run_1/clocks.png
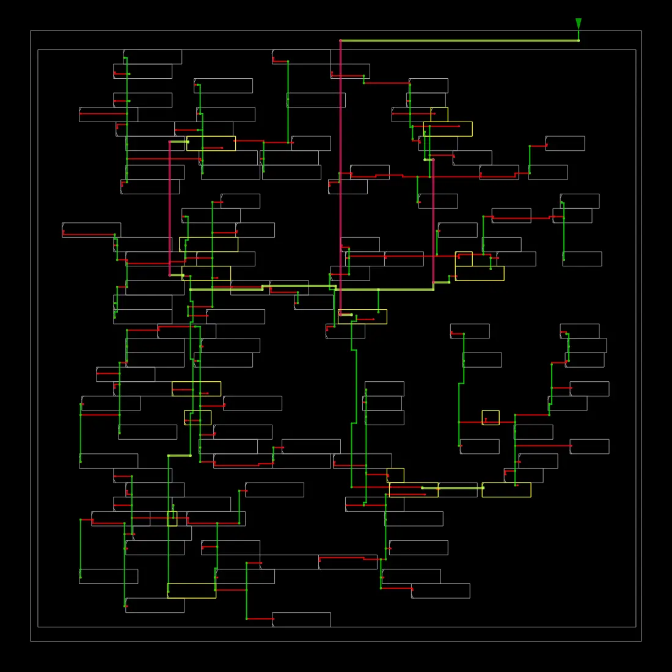
run_1/detail.png
Bar = 10 um. Region (43, 43) to (73, 73) um. Cells in grey, sequential cells in the stronger grey; small squares are vias.
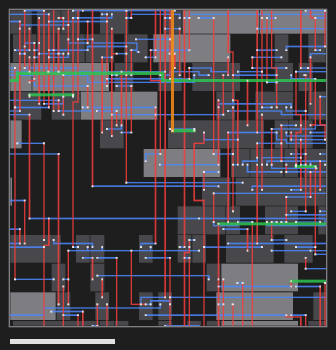
run_1/layer_met1.png
Supply wires on this layer in grey.
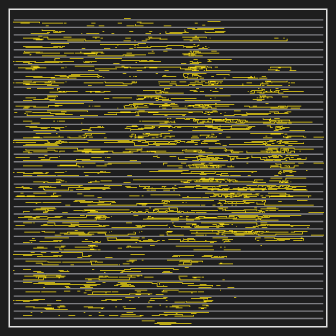
Design max7219_frame_sched, sky130hd; sources not shown.
==> impl_metrics.json, run 1 <==
{
  "run_status": "finished, final reports clean",
  "area_growth_pct": 34.9,
  "layout-drive-gt1-share_pct": 17.7,
  "grt_max_degree": 66,
  "enable_flop_cells": 64,
  "finalSetupViolCount": 0,
  "dp.cells": 772,
  "hold_violations": 0,
  "reg2reg_slack_ps": 9390,
  "cts_htree_levels": 3,
  "slew_violations": 0,
  "tns_ps": 0,
  "final_layout_top_logic_cells": "clkdlybuf4s50_1 (156), edfxtp_1 (64), nand2_1 (50), mux2_2 (50), dfxtp_1 (46)",
  "cp_max_fo": 65,
  "gp_congestion": 0.809,
  "worst_hold_slack_ps": 450,
  "boundaryPins": 161,
  "grt_pass1_wl_um": 20700,
  "fin_cells": 788,
  "async_reset_ff_share_pct": 0,
  "slew_headroom_pct": 45.3,
  "fin_worst_skew_ps": 6.76,
  "firstDrtPassIters": 5,
  "worst_setup_hold_path_clk_slew_ps": 70,
  "dpl.hpwl_um": 9370,
  "die_area_um2": 13300,
  "ant_nets": 0,
  "end_kind": "flip-flop",
  "cts_buffer_depth": 2,
  "worstMarginPinSlew_ps": 817,
  "yosysUniqueCellTypes": 67,
  "synthCells": 468,
  "hold_depth": 1,
  "powerDensity_nw_per_um2": 109,
  "cp_data_arrival_time_ps": 4390,
  "initCoreUtil_pct": 45.9,
  "fin_ws_ps": 7960,
  "numSynthFlops": 110,
  "cts_num_sinks": 110,
  "grt-ovfl-total": 0,
  "n_antenna_cell": 0,
  "post-place-ws_ps": 7590,
  "rsz0062_at_grt": "false",
  "routedWlPerCell_um": 16.0,
  "design_area_um2": 7590,
  "vias": 4131,
  "peakVddDrop_mv": 0.0656,
  "coreArea_um2": 12300,
  "period_used_pct": 35.0,
  "r2r_cells": 10,
  "hold_path_class": "flip-flop to flip-flop",
  "layout_min_cycle_time_ps": 4290,
  "layout_top_cell": "clkdlybuf4s50_1",
  "port_buffers": 156,
  "ys_seq_share_pct": 50.5,
  "viasPerCell": 5.24,
  "cts_setup_buffers": 0,
  "ys_warn_count": 0,
  "die_w_um": 115,
  "ys_cells": 468,
  "grt_pass1_vias": 4320,
  "drtIter0Drc": 229,
  "synth_area_um2": 5630
}
## Picture notes: clocks.png
clock buf count: 10
number of sequential cells: 110
TritonCTS Buffers: 9

## Picture notes: detail.png
Key: green = metal 3; orange = metal 4; red = metal 2; blue = metal 1
57 logic cells have their middle in the window. Sequential cells in the window: 8. Most frequent: nand2_1 (15), dfxtp_1 (8), a21oi_1 (7).

## Picture notes: layer_met1.png
The longest straight run is 32.0 um. The wires run mostly horizontal. The layer carries 5470 um of wire. 661 nets have wire on it.
final WL: 12600 um
met1 Usage GRT: 25.6%

==> run 1: logic make-up (layout without fill, tap and decap cells) <==
| group | after synthesis | in the layout | synth area share, % |
|---|---|---|---|
| adder cells (fa/ha/maj) | 11 | 11 | 2.44 |
| flip-flops | 110 | 110 | 50.5 |
| multiplexers | 81 | 81 | 19.4 |
| other | 1 | 4 | 0.0666 |
| buffers and inverters | 43 | 192 | 4.20 |
| XOR/XNOR | 7 | 7 | 1.09 |
| AND/OR/NAND/NOR | 144 | 144 | 13.2 |
| AND-OR/OR-AND | 71 | 71 | 9.09 |
==> run 1: critical path, stage by stage <==
cell,delay (ps)
clkdlybuf4s50_1,530
inv_1,100
a211oi_4,170
buf_4,640
mux2_2,420
==> run 1: per-layer routing <==
layer,up-vias,wire (um),global-route usage [%],share of wire [%]
met3,16,731,3.80,5.8
met4,0,176,8.57,1.4
met5,-,0,0,0
li1,2008,-,-,-
met2,169,6260,34.6,50
met1,1938,5470,25.6,43
==> run 1: area by class of cell <==
class / instances / area (um^2)
timing repair buffer: 161 / 1600
inverter: 15 / 56.3
multi-input combinational: 318 / 2580
tap: 168 / 210
fill: 963 / 4670
clock buffer: 10 / 239
clock inverter: 6 / 70.1
sequential: 110 / 2840
==> run 1: Yosys cell counts (all sizes together) (2+ instances only) <==
| cell type | count | share of area (%) |
|---|---|---|
| mux2 | 65 | 13 |
| edfxtp | 64 | 34 |
| nand2 | 50 | 3.3 |
| dfxtp | 46 | 16 |
| nor2 | 40 | 2.7 |
| a21oi | 23 | 2.1 |
| buf | 19 | 2.2 |
| mux4 | 16 | 6.4 |
| inv | 14 | 0.93 |
| ha | 11 | 2.4 |
| clkbuf | 9 | 0.96 |
| a211oi | 8 | 1.4 |
| a31oi | 7 | 0.78 |
| and3 | 7 | 0.84 |
| o21ai | 7 | 0.62 |
| nor3 | 6 | 0.53 |
| nand2b | 5 | 0.56 |
| nand3 | 5 | 0.53 |
| o21bai | 5 | 0.67 |
| or2b | 5 | 0.67 |
| a311oi | 4 | 0.62 |
| nand4 | 4 | 0.44 |
| or3 | 4 | 0.47 |
| xor2 | 4 | 0.62 |
| a22o | 3 | 0.47 |
| and2 | 3 | 0.36 |
| xnor2 | 3 | 0.47 |
| nor2b | 2 | 0.22 |
| nor3b | 2 | 0.27 |
| nor4 | 2 | 0.33 |
| nor4b | 2 | 0.84 |
| o211ai | 2 | 0.27 |
| or2 | 2 | 0.22 |
==> run 1: power by group <==
group	internal [mW]	leakage (nW)	switching, mW
Clock	0.166	0.153	0.132
Sequential	0.401	0.950	0.00973
Combinational	0.0760	1.57	0.0416
Total	0.643	2.67	0.184
==> run 1: per-stage QoR <==
stage,power [mW],utilization (%)
4_1_cts,0.834,61.9
6_report,0.827,61.9
3_5_place_dp,0.537,59.4
5_1_grt,0.859,61.9
3_3_place_gp,0.536,59.4
2_1_floorplan,0.469,-
==> inputs of run 2 (changes only) <==
- PLACE_DENSITY: 0.73 -> 0.76
- clock period: 12.25 -> 3.46 ns (I/O delays scaled with it)
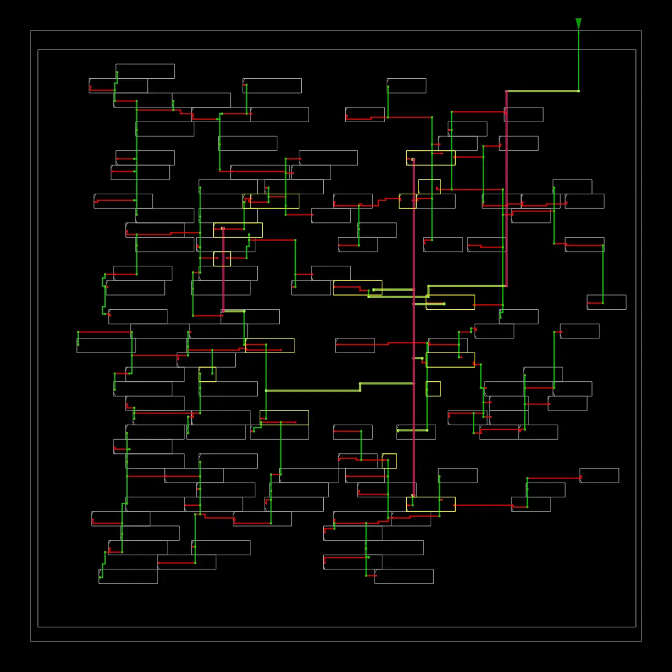
run_2/clocks.png
Clock group: 986 uW
total clock sinks: 110

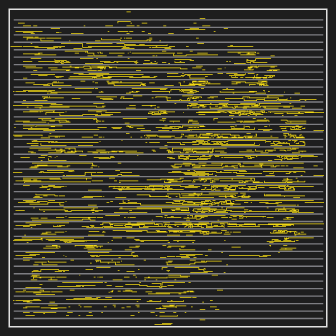
run_2/layer_met1.png
Supply wires on this layer in grey.
The longest straight run is 30.4 um. The wires run mostly horizontal. The layer holds 41% of the routed length.
via count: 4207
final WL: 13100 um

==> run 2 against run 1 <==
Effect of this change:
- critical path depth increased by 5
- final cell count is 0.51% higher
- global-route usage is 0.37 points higher
- critical path type is now flip-flop to flip-flop
==> impl_metrics.json, run 2 <==
{
  "cpPeakStageDelay_ps": 510,
  "synthTopCellsByCount": "edfxtp_1 (64), mux2_2 (50), nand2_1 (50), dfxtp_1 (46), nor2_1 (39)",
  "yosysUniqueCellTypes": 67,
  "cp-start-kind": "flip-flop",
  "cp_data_arrival_time_ps": 3060,
  "ctsHoldBuffers": 0,
  "area_leaders": "edfxtp_1 (34%), dfxtp_1 (16%), mux2_2 (10%)",
  "max_freq_mhz": 357,
  "r2r_cells": 10,
  "cts_htree_levels": 3,
  "die_area_um2": 13300,
  "crit_buf_inv": 1,
  "grt_pass1_vias": 4439,
  "hold_path_class": "flip-flop to flip-flop",
  "ys_seq_share_pct": 50.5,
  "grt_max_degree": 65,
  "port_buffers": 156,
  "design_area_um2": 7620,
  "die_w_um": 115,
  "layout-drive-gt1-share_pct": 18.1,
  "met3WireLength_um": 769,
  "end_kind": "flip-flop",
  "worstMarginPinSlew_ps": 851,
  "wl_met1_um": 5300,
  "critPathTopFamily": "AND-OR/OR-AND gates",
  "boundaryPins": 161,
  "cp_max_fo": 11,
  "worst_setup_hold_path_clk_slew_ps": 70,
  "peakVddDrop_mv": 0.250,
  "cp_cell_sequence": "nand2_1, inv_1, ha_1, and2_2, a211oi_4, o22ai_1, ha_1, nor2_1, nand2_1, o21ai_0",
  "fin_ws_ps": 662,
  "ys_area_um2": 5630,
  "enable_flop_cells": 64,
  "firstDrtPassIters": 4,
  "slowest_stage": "dfxtp_1",
  "core.rowCount": 40,
  "routedWlPerCell_um": 16.5,
  "async_reset_ff_share_pct": 0,
  "cts_buffers": 9,
  "numSynthFlops": 110,
  "synth_area_um2": 5630,
  "ys_cells": 468,
  "hold_violations": 0,
  "layout_top_cell": "clkdlybuf4s50_1",
  "finalSetupViolCount": 0,
  "hold_depth": 2,
  "top_layer": "met4",
  "ys_warn_count": 0,
  "top_cell_area_share_pct": 34.1,
  "reg2reg_slack_ps": 660,
  "slew_violations": 0,
  "cts_setup_buffers": 0,
  "post-place-ws_ps": 685,
  "synth_top_cell_by_area": "edfxtp_1",
  "slew_headroom_pct": 43.0,
  "worst-setup-path-type": "flip-flop to flip-flop",
  "run_status": "finished, final reports clean",
  "fin_worst_skew_ps": 7.31,
  "synthCells": 468,
  "viasPerCell": 5.31,
  "initCoreUtil_pct": 45.9,
  "top_cell": "edfxtp_1",
  "cts_buffer_depth": 2,
  "coreArea_um2": 12300,
  "rsz0062_at_grt": "false",
  "final_layout_top_logic_cells": "clkdlybuf4s50_1 (156), edfxtp_1 (64), nand2_1 (50), mux2_2 (50), dfxtp_1 (46)",
  "grt-ovfl-total": 0,
  "ant_nets": 0,
  "dpl.hpwl_um": 9940,
  "path_depth": 10,
  "dr_wl_met2_um": 6730,
  "layout_min_cycle_time_ps": 2800,
  "area_growth_pct": 35.4,
  "drtIter0Drc": 204,
  "grt_pass1_wl_um": 21000,
  "period_used_pct": 80.9,
  "gp_congestion": 0.825,
  "worst_hold_slack_ps": 445,
  "n_antenna_cell": 0,
  "powerDensity_nw_per_um2": 376,
  "tns_ps": 0
}
[run 2: final cells by class]
class	count	area [um^2]
Fill cell	1011	4640
Sequential cell	110	2840
Multi-Input combinational cell	318	2580
Timing Repair Buffer	165	1650
Clock buffer	10	229
Tap cell	168	210
Inverter	15	56.3
Clock inverter	6	52.6
[run 2: stage by stage]
| step | util (%) | cells | power, mW |
|---|---|---|---|
| final | 62.2 | 792 | 2.87 |
| after floorplan | - | 471 | 1.66 |
| after CTS | 62.2 | 792 | 2.89 |
| after global placement | 59.9 | 776 | 1.90 |
| after detailed placement | 59.9 | 776 | 1.91 |
| after global routing | 62.2 | 792 | 2.97 |
[run 2: worst min-delay path: stages, from the launching register on]
cell and delay, ps:
dfxtp_1 310, inv_1 50, a21oi_1 50
[run 2: metal layers]
metal,track usage [%],vias to the layer above
met4,7.71,0
met2,38.5,181
met1,23.8,1985
met3,3.74,20
met5,0,-
li1,-,2021
[run 2: cells by family after synthesis]
group | after synthesis | share of synthesized area [%]
buf+inv | 43 | 4.20
xor+xnor | 7 | 1.09
fa+ha+maj | 11 | 2.44
flops | 110 | 50.5
simple gates | 144 | 13.2
other cells | 1 | 0.0666
mux | 81 | 19.4
compound gates | 71 | 9.09
[run 2: where the power goes]
part / switching, mW / leakage, nW / internal, mW
Sequential: 0.0372 / 0.950 / 1.42
Combinational: 0.153 / 1.59 / 0.269
Clock: 0.485 / 0.132 / 0.501
Total: 0.675 / 2.67 / 2.19
No activity file was given, so power comes from the tool's default toggle rates.
